File: config.mk
export PLATFORM = sky130hd
export DESIGN_NAME = wave_capture_sched
export DESIGN_NICKNAME = d
export VERILOG_FILES = /design/src/rtl/wave_capture_sched.sv
export SDC_FILE = /design/constraint.sdc
export NUM_CORES = 1
export LEC_CHECK = 0
export CAP_MARGIN = 5
export CELL_PAD_IN_SITES_DETAIL_PLACEMENT = 1
export CELL_PAD_IN_SITES_GLOBAL_PLACEMENT = 1
export CORE_MARGIN = 2
export CORE_UTILIZATION = 35
export DETAILED_ROUTE_END_ITERATION = 7
export PLACE_DENSITY_LB_ADDON = 0.15
export SETUP_SLACK_MARGIN = 0.05
export SYNTH_ARGS = -nofsm -noshare
export SYNTH_HDL_FRONTEND = slang
export SYNTH_SLANG_ARGS = --single-unit
export TNS_END_PERCENT = 20
File: constraint.sdc
create_clock -name clk -period 2 [get_ports clk]
set_input_delay 0.5 -clock clk [delete_from_list [all_inputs] [get_ports clk]]
set_output_delay 0.5 -clock clk [all_outputs]
set_load 0.01 [all_outputs]
File: src/rtl/wave_capture_sched.sv
// Zero-crossing triggered capture into the hidden half of a double-buffered wave RAM.
// Optional AUTO_TRIG_EN: forces a trigger after AUTO_TRIG_SAMPLES quiet samples in ARMED.
module wave_capture_sched #(
  parameter int unsigned ADDR_W            = 8,
  parameter int unsigned DECIM             = 1,
  parameter int unsigned AUTO_TRIG_SAMPLES = 1024
) (
  input  logic              clk,
  input  logic              reset,
  input  logic              new_sample_ready,
  input  logic [7:0]        new_sample,
  input  logic              wave_display_idle,
  output logic              write_enable,
  output logic [ADDR_W:0]   write_address,
  output logic [7:0]        write_sample,
  output logic              read_index,
  output logic              frame_done,
  output logic [1:0]        capture_state
);

  typedef enum logic [1:0] {
    ARMED  = 2'b00,
    ACTIVE = 2'b01,
    WAIT   = 2'b10
  } state_t;

  localparam int unsigned DW = (DECIM > 1) ? $clog2(DECIM) : 1;
  localparam logic [DW-1:0] DEC_LAST = DW'(DECIM - 1);

  state_t            state;
  logic [7:0]        prev;
  logic [ADDR_W-1:0] count;
  logic [DW-1:0]     dec_cnt;
  logic [7:0]        fmt;
  logic              crossing;
  logic              trigger;
  logic              unused_lsb;

  // Offset-binary, halved: the display wants 0..127 with silence at 0x40.
  assign fmt        = {1'b0, ~new_sample[7], new_sample[6:1]};
  assign unused_lsb = new_sample[0];
  assign crossing   = prev[7] & ~new_sample[7];

`ifdef AUTO_TRIG_EN
  localparam int unsigned AT_W = $clog2(AUTO_TRIG_SAMPLES + 1);
  localparam logic [AT_W-1:0] AT_LIMIT = AT_W'(AUTO_TRIG_SAMPLES);
  logic [AT_W-1:0] quiet_cnt;
  assign trigger = crossing | (quiet_cnt == AT_LIMIT);
`else
  localparam int unsigned AUTO_UNUSED = AUTO_TRIG_SAMPLES;
  assign trigger = crossing;
`endif

  assign capture_state = state;

  always_ff @(posedge clk) begin
    if (!reset) begin
      state         <= ARMED;
      read_index    <= 1'b0;
      write_enable  <= 1'b0;
      write_address <= '0;
      write_sample  <= '0;
      frame_done    <= 1'b0;
      prev          <= 8'h00;
      count         <= '0;
      dec_cnt       <= '0;
`ifdef AUTO_TRIG_EN
      quiet_cnt     <= '0;
`endif
    end else begin
      write_enable <= 1'b0;
      frame_done   <= 1'b0;
      unique case (state)
        ARMED: begin
          if (new_sample_ready) begin
            prev <= new_sample;
            if (trigger) begin
              write_enable  <= 1'b1;
              write_address <= {~read_index, {ADDR_W{1'b0}}};
              write_sample  <= fmt;
              count         <= ADDR_W'(1);
              dec_cnt       <= '0;
              state         <= ACTIVE;
`ifdef AUTO_TRIG_EN
              quiet_cnt     <= '0;
            end else begin
              quiet_cnt     <= quiet_cnt + 1'b1;
`endif
            end
          end
        end
        ACTIVE: begin
          if (new_sample_ready) begin
            if (dec_cnt == DEC_LAST) begin
              dec_cnt       <= '0;
              write_enable  <= 1'b1;
              write_address <= {~read_index, count};
              write_sample  <= fmt;
              if (count == '1) begin
                count <= '0;
                state <= WAIT;
              end else begin
                count <= count + 1'b1;
              end
            end else begin
              dec_cnt <= dec_cnt + 1'b1;
            end
          end
        end
        WAIT: begin
          if (wave_display_idle) begin
            read_index <= ~read_index;
            frame_done <= 1'b1;
            prev       <= 8'h00;
            state      <= ARMED;
`ifdef AUTO_TRIG_EN
            quiet_cnt  <= '0;
`endif
          end
        end
        default: state <= ARMED;
      endcase
    end
  end

endmodule

==> flow_metrics.tcl <==
# yosys + openroad results
set metrics [dict create \
    status "complete, no violations" \
    power.share.combinational_pct 9.2 \
    numCtsBuffers 5 \
    synth_top_area_share_pct 48.0 \
    synth_top_cell_by_area "dfxtp_1" \
    xor_area_share_pct 2.80 \
    adder_share_pct 1.00 \
    yosysUniqueCellTypes 36 \
    tritoncts "done" \
    layout_setup_ws_ps 146 \
    ys_ff 30 \
    io_buffers 31 \
    row_count 21 \
    p_int_uw 791 \
    seq_share_pct 34.9 \
    r2r-end "count[6]$_SDFFE_PN0P_" \
    critical_path_buf_inv_count 1 \
    worstPathArrival_ps 1350 \
    rsz0062_at_grt "false" \
    pg_seq_uw 610 \
    maxCapViolCount 0 \
    layout-drive-gt1-share_pct 11.7 \
    synthTopCellsByCount "dfxtp_1 (30), nand2_1 (16), nor2b_1 (11)" \
    comb-power_uw 95.0 \
    crit_cells 1 \
    synth_cells 136 \
    crit_end "capture_state[1]" \
    finalHoldViolCount 0 \
    synth_area_um2 1250 \
    logic_family "AND-OR/OR-AND gates" \
    ys_chip_area_um2 1250 \
    buffers 44 \
    gp_congestion 0.804 \
    grt_max_degree 15 \
    dr_wl_met3_um 181 \
    switching_power_uw 239 \
    inverters 3 \
    rrSetupSlack_ps 460 \
    cts_root_buf "clkbuf_4" \
]
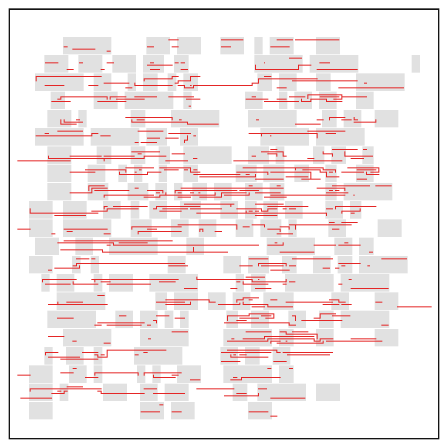
Figure 1: run 1, metal 1.
main direction: horizontal
wire length on this layer: 1340 µm
DR vias: 1135
met1 usage in global routing: 20.8%
Total Wirelength: 3.05 mm

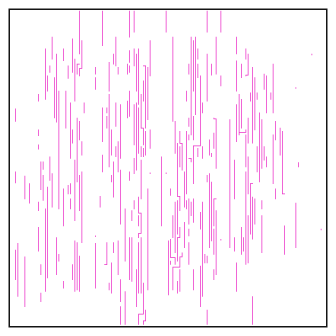
Figure 2: run 1, metal 2.
longest straight run: 25.8 µm
wire length on this layer: 1470 µm
nets with wire on the layer: 171
main direction: vertical
met2 usage: 26.7%

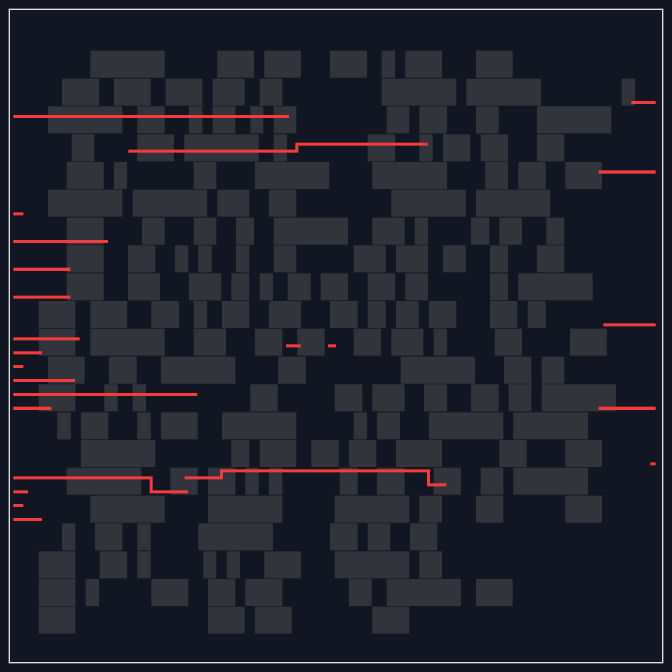
Figure 3: run 1, the metal 3 layer.
longest straight run: 26.7 µm
share of all routed wire: 6.0%
nets with wire on the layer: 21
main direction: horizontal
wire length on this layer: 182 µm
met3 usage: 7.22%

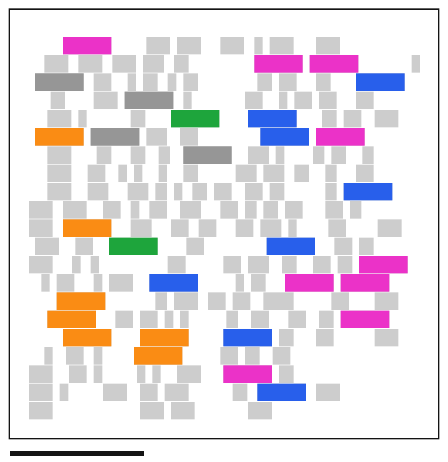
Figure 4: run 1, register map, names as in the netlist.
The bar under the picture is 20 µm long. Other sequential cells in the stronger gray, the rest of the logic in the fainter gray.
legend:
  magenta:
    signal: write_address
    placed_flops: 9
  green:
    signal: capture_state
    placed_flops: 2
  blue:
    signal: count
    placed_flops: 8
  orange:
    signal: write_sample
    placed_flops: 7

